**config.mk**
```make
export PLATFORM = sky130hd
export DESIGN_NAME = add_sub_32
export DESIGN_NICKNAME = d
export VERILOG_FILES = /design/src/rtl/add_sub_32_pkg.sv /design/src/rtl/add_sub_32_cla4.sv /design/src/rtl/add_sub_32.sv
export SDC_FILE = /design/constraint.sdc
export NUM_CORES = 1
export LEC_CHECK = 0
export CAP_MARGIN = 0
export CORE_MARGIN = 5
export CORE_UTILIZATION = 37
export CTS_CLUSTER_DIAMETER = 80
export DETAILED_ROUTE_END_ITERATION = 6
export PLACE_DENSITY = 0.79
export SLEW_MARGIN = 15
export SYNTH_ARGS = -nofsm -noshare
export SYNTH_HDL_FRONTEND = slang
export SYNTH_SLANG_ARGS = --single-unit
export TNS_END_PERCENT = 50
```
**constraint.sdc**
```tcl
create_clock -name clk -period 4.3 [get_ports clk]
set_clock_uncertainty 0.05 [all_clocks]
set_input_delay 0.645 -clock clk [delete_from_list [all_inputs] [get_ports clk]]
set_output_delay 0.645 -clock clk [all_outputs]
set_load 0.01 [all_outputs]
```
**src/rtl/add_sub_32_pkg.sv**
```systemverilog
// Shared width constants for the 32-bit adder/subtractor.
package add_sub_32_pkg;
  localparam int WIDTH = 32;
  localparam int GROUP = 4;
endpackage

```
**src/rtl/add_sub_32_cla4.sv**
```systemverilog
// 4-bit carry-lookahead group with group P/G, carry out and bit-3 carry in.
module cla4 (
  input  logic [3:0] a,
  input  logic [3:0] b,
  input  logic       cin,
  output logic [3:0] s,
  output logic       P,
  output logic       G,
  output logic       cout,
  output logic       c3
);
  logic [3:0] p;
  logic [3:0] g;
  logic       c1;
  logic       c2;

  assign p = a ^ b;
  assign g = a & b;

  assign c1 = g[0] | (p[0] & cin);
  assign c2 = g[1] | (p[1] & g[0])
            | (p[1] & p[0] & cin);
  assign c3 = g[2] | (p[2] & g[1])
            | (p[2] & p[1] & g[0])
            | (p[2] & p[1] & p[0] & cin);

  assign P = &p;
  assign G = g[3] | (p[3] & g[2])
           | (p[3] & p[2] & g[1])
           | (p[3] & p[2] & p[1] & g[0]);

  assign cout = G | (P & cin);
  assign s    = p ^ {c3, c2, c1, cin};
endmodule

```
**src/rtl/add_sub_32.sv**
```systemverilog
// 32-bit add/sub: combinational result and flags plus a registered copy.
module add_sub_32
  import add_sub_32_pkg::*;
(
  input  logic [WIDTH-1:0] A,
  input  logic [WIDTH-1:0] B,
  input  logic             SUB,
  output logic [WIDTH-1:0] ans,
  output logic             cout,
  output logic             V,
  input  logic             clk,
  input  logic             rst_n,
  output logic [WIDTH-1:0] ans_r,
  output logic             cout_r,
  output logic             v_r
);
  localparam int NGRP = WIDTH / GROUP;

  logic [WIDTH-1:0] bx;
  logic [NGRP:0]    c;
  logic [NGRP-1:0]  gp;
  logic [NGRP-1:0]  gg;
  logic [NGRP-1:0]  gco_unused;
  logic [NGRP-1:0]  c3s;
  logic [NGRP-2:0]  c3_unused;

  assign bx   = B ^ {WIDTH{SUB}};
  assign c[0] = SUB;

  for (genvar i = 0; i < NGRP; i++) begin : g_grp
    cla4 u_cla (
      .a    (A[i*GROUP +: GROUP]),
      .b    (bx[i*GROUP +: GROUP]),
      .cin  (c[i]),
      .s    (ans[i*GROUP +: GROUP]),
      .P    (gp[i]),
      .G    (gg[i]),
      .cout (gco_unused[i]),
      .c3   (c3s[i])
    );
    // Inter-group carry from group generate/propagate.
    assign c[i+1] = gg[i] | (gp[i] & c[i]);
  end

  assign c3_unused = c3s[NGRP-2:0];
  assign cout      = c[NGRP];
  assign V         = c3s[NGRP-1] ^ c[NGRP];

  always_ff @(posedge clk or negedge rst_n) begin
    if (!rst_n) begin
      ans_r  <= '0;
      cout_r <= 1'b0;
      v_r    <= 1'b0;
    end else begin
      ans_r  <= ans;
      cout_r <= cout;
      v_r    <= V;
    end
  end
endmodule

```
==> impl_metrics.env <==
# implementation run metrics
export IMPL_synth_main_ff_cell="dfrtp_1"
export IMPL_clkPwrFrac=0.144
export IMPL_failed_checks="setup timing"
export IMPL_globalRouteOverflowTotal=0
export IMPL_relSlewSlack=0.470
export IMPL_grtUsageMet1=0.207
export IMPL_startpoint="B[0]"
export IMPL_vdd_ir_drop_max_mv=0.181
export IMPL_clk_pin_slew_ns=0.07
export IMPL_finalWorstSetupSlack_ns=-0.0952
export IMPL_start_kind="primary input"
export IMPL_p_sw_uw=605
export IMPL_rows=30
export IMPL_hold_viol_final=0
export IMPL_setup_violations=1
export IMPL_run_status="complete, but fails checks"
export IMPL_leakage_nw=2.21
export IMPL_hpwl_mm=6.54
export IMPL_pre_cts_slack_ns=-0.482
export IMPL_syn_area_per_cell_um2=10.1
export IMPL_nets=554
export IMPL_adder_share=0.206
export IMPL_ys_seq_share=0.325
export IMPL_maxCapViolCount=0
export IMPL_cp_required_ns=3.61
export IMPL_logic_gates=190
export IMPL_max_clock_freq_mhz=228
export IMPL_coreArea_mm2=0.00683
export IMPL_fp_nets=365
export IMPL_area_leaders="dfrtp_1 (32%), ha_1 (15%), xor2_1 (13%), fa_1 (5.3%), xnor2_1 (5.3%)"
export IMPL_met3_length_um=501
export IMPL_cts_buffers=5
export IMPL_placed_area_mm2=0.00443
export IMPL_grt_pass1_wl_mm=13.0
export IMPL_seq_share=0.185
export IMPL_cts_root_buf="clkbuf_8"
export IMPL_dominant_cells="logic gates"
export IMPL_die_y_um=94.2
-- per-stage QoR --
stage	hold slack (ns)	power [mW]	setup TNS, ns	std cells
after detailed placement	0.733	1.52	-4.45	534
after CTS	0.421	1.74	-0.250	543
after global placement	0.709	1.49	-3.34	534
after floorplan	0.299	0.878	0	259
after global routing	0.461	1.86	-1.21	545
final	0.396	1.73	-0.0952	545
-- cells by family after synthesis --
| group | Yosys count |
|---|---|
| fa+ha+maj | 39 |
| mux | 2 |
| flops | 34 |
| xor+xnor | 55 |
| simple gates | 39 |
| compound gates | 55 |
| buf+inv | 35 |
-- critical path, stage by stage --
cell	delay, ns
clkdlybuf4s50_1	0.50
xor2_1	0.16
ha_1	0.26
a211o_1	0.30
a211o_1	0.30
nand2_1	0.11
buf_4	0.12
a21oi_1	0.07
o21a_1	0.23
o211ai_1	0.22
o311ai_2	0.16
buf_4	0.16
clkdlybuf4s50_1	0.47
-- power by group through the flow --
stage          Clock [mW]  Sequential, mW  Combinational [mW]
6_report            0.249           0.442                1.04
4_1_cts             0.260           0.443                1.04
3_5_place_dp            0           0.449                1.07
3_3_place_gp            0           0.448                1.04
2_1_floorplan           0           0.507               0.371
5_1_grt             0.271           0.456                1.13
-- registers in the layout, summed over array words and instances (netlist names) --
register / count
ans_r: 32
cout_r: 1
v_r: 1
-- how the worst max path moves through the flow --
stage | endpoint | slack [ns] | depth (start not counted)
after floorplan | ans[28] | 0.008 | 13
after global placement | ans[28] | -0.42 | 13
after detailed placement | ans[28] | -0.48 | 12
after CTS | ans[28] | -0.10 | 12
after global routing | ans[14] | -0.23 | 13
final | ans[14] | -0.1 | 13
-- what timing repair did --
action                     in CTS  in global routing
gates resized                  40                 17
setup buffers                   1                  2
hold endpoints to repair        0                  0
pin swaps                       5                  8
setup endpoints to repair      25                 20
hold buffers                    0                  0
detail.png
Window x 58 to 83, y 11 to 36 um. Cells in gray, sequential cells in the stronger gray; small squares are vias.
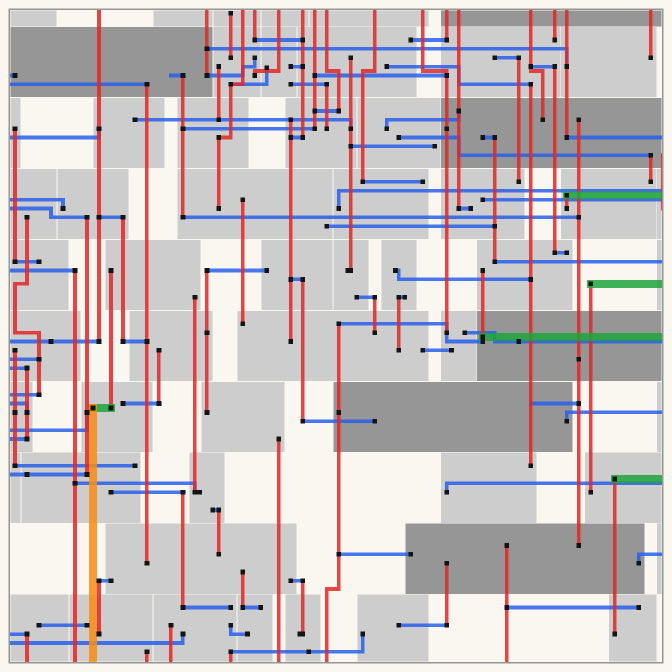
orange -> metal 4
red -> metal 2
blue -> metal 1
green -> metal 3
cells with their middle in the window = 44
most frequent = buf_4 (10), clkdlybuf4s50_1 (7), inv_1 (6)
netlist names of flops here include = ans_r (5)
sequential cells in the window = 5

congestion.png
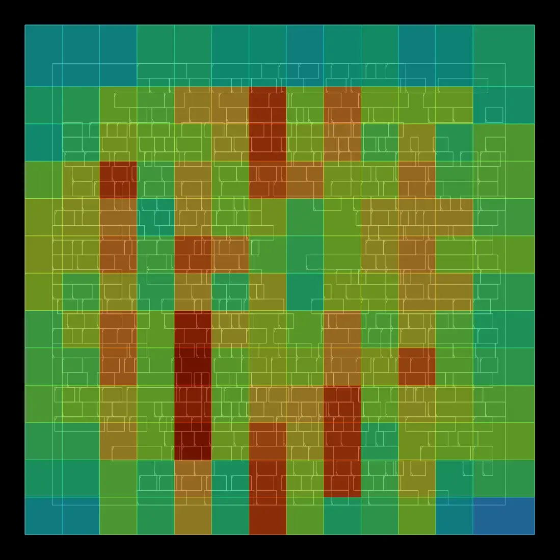
GR Util met3: 0.0497
final design utilization: 0.672
WL/cell: 14.3 um
grt met2 use: 0.342

sizes.png
Scale bar: 20 um.
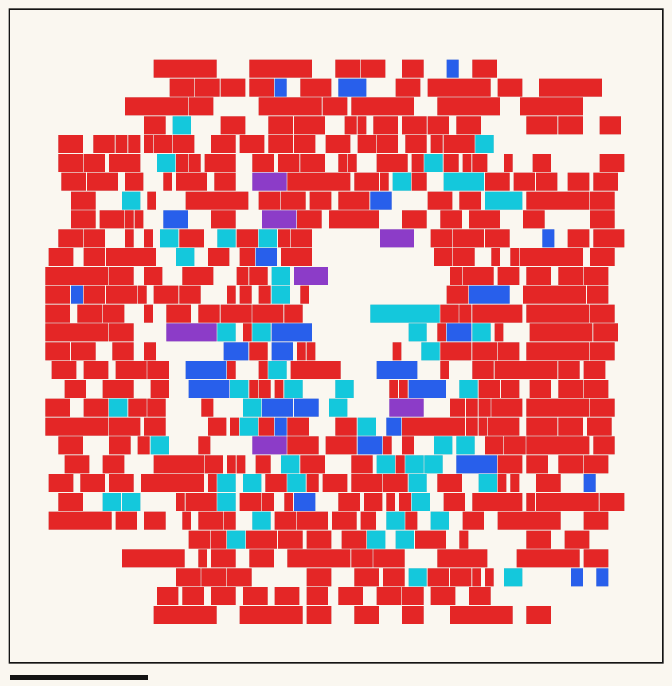
blue -> _2 cells  # cells 27, share 6.0%
cyan -> _3 and _4 cells  # cells 54, share 12%
purple -> _6 and larger  # cells 7, share 1.6%
red -> _0 and _1 cells  # cells 361, share 80%
Design Area, Final: 0.00459 mm2
Layout area overhead: 75.2%
Final WS setup: -0.0952 ns

wires.png
Only two layers are drawn.
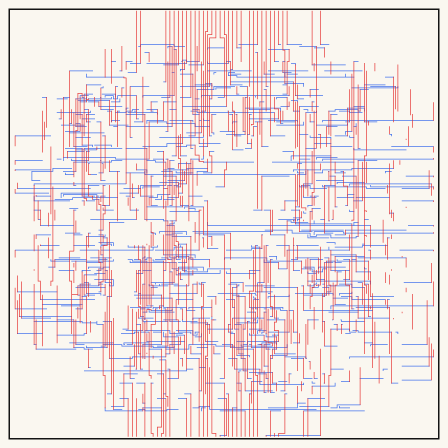
blue -> metal 1  # wire length 3030 um
red -> metal 2  # wire length 4150 um
gr usage total: 0.182
Detailed Route WL: 7.79 mm
via count: 2533

power_grid.png
Scale bar: 20 um. Pins as bars on the die edge. Tap cells in gray.
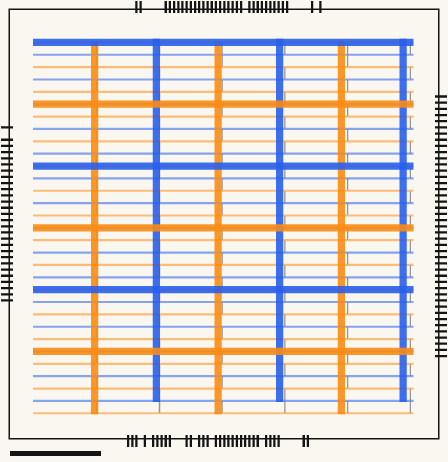
orange -> VSS
blue -> VDD
signal pins = 135
met1 rails = 31
rows = 30
met4 straps = 6
met5 straps = 6

Power figures rest on the tool's default switching activity, not on a simulated workload.
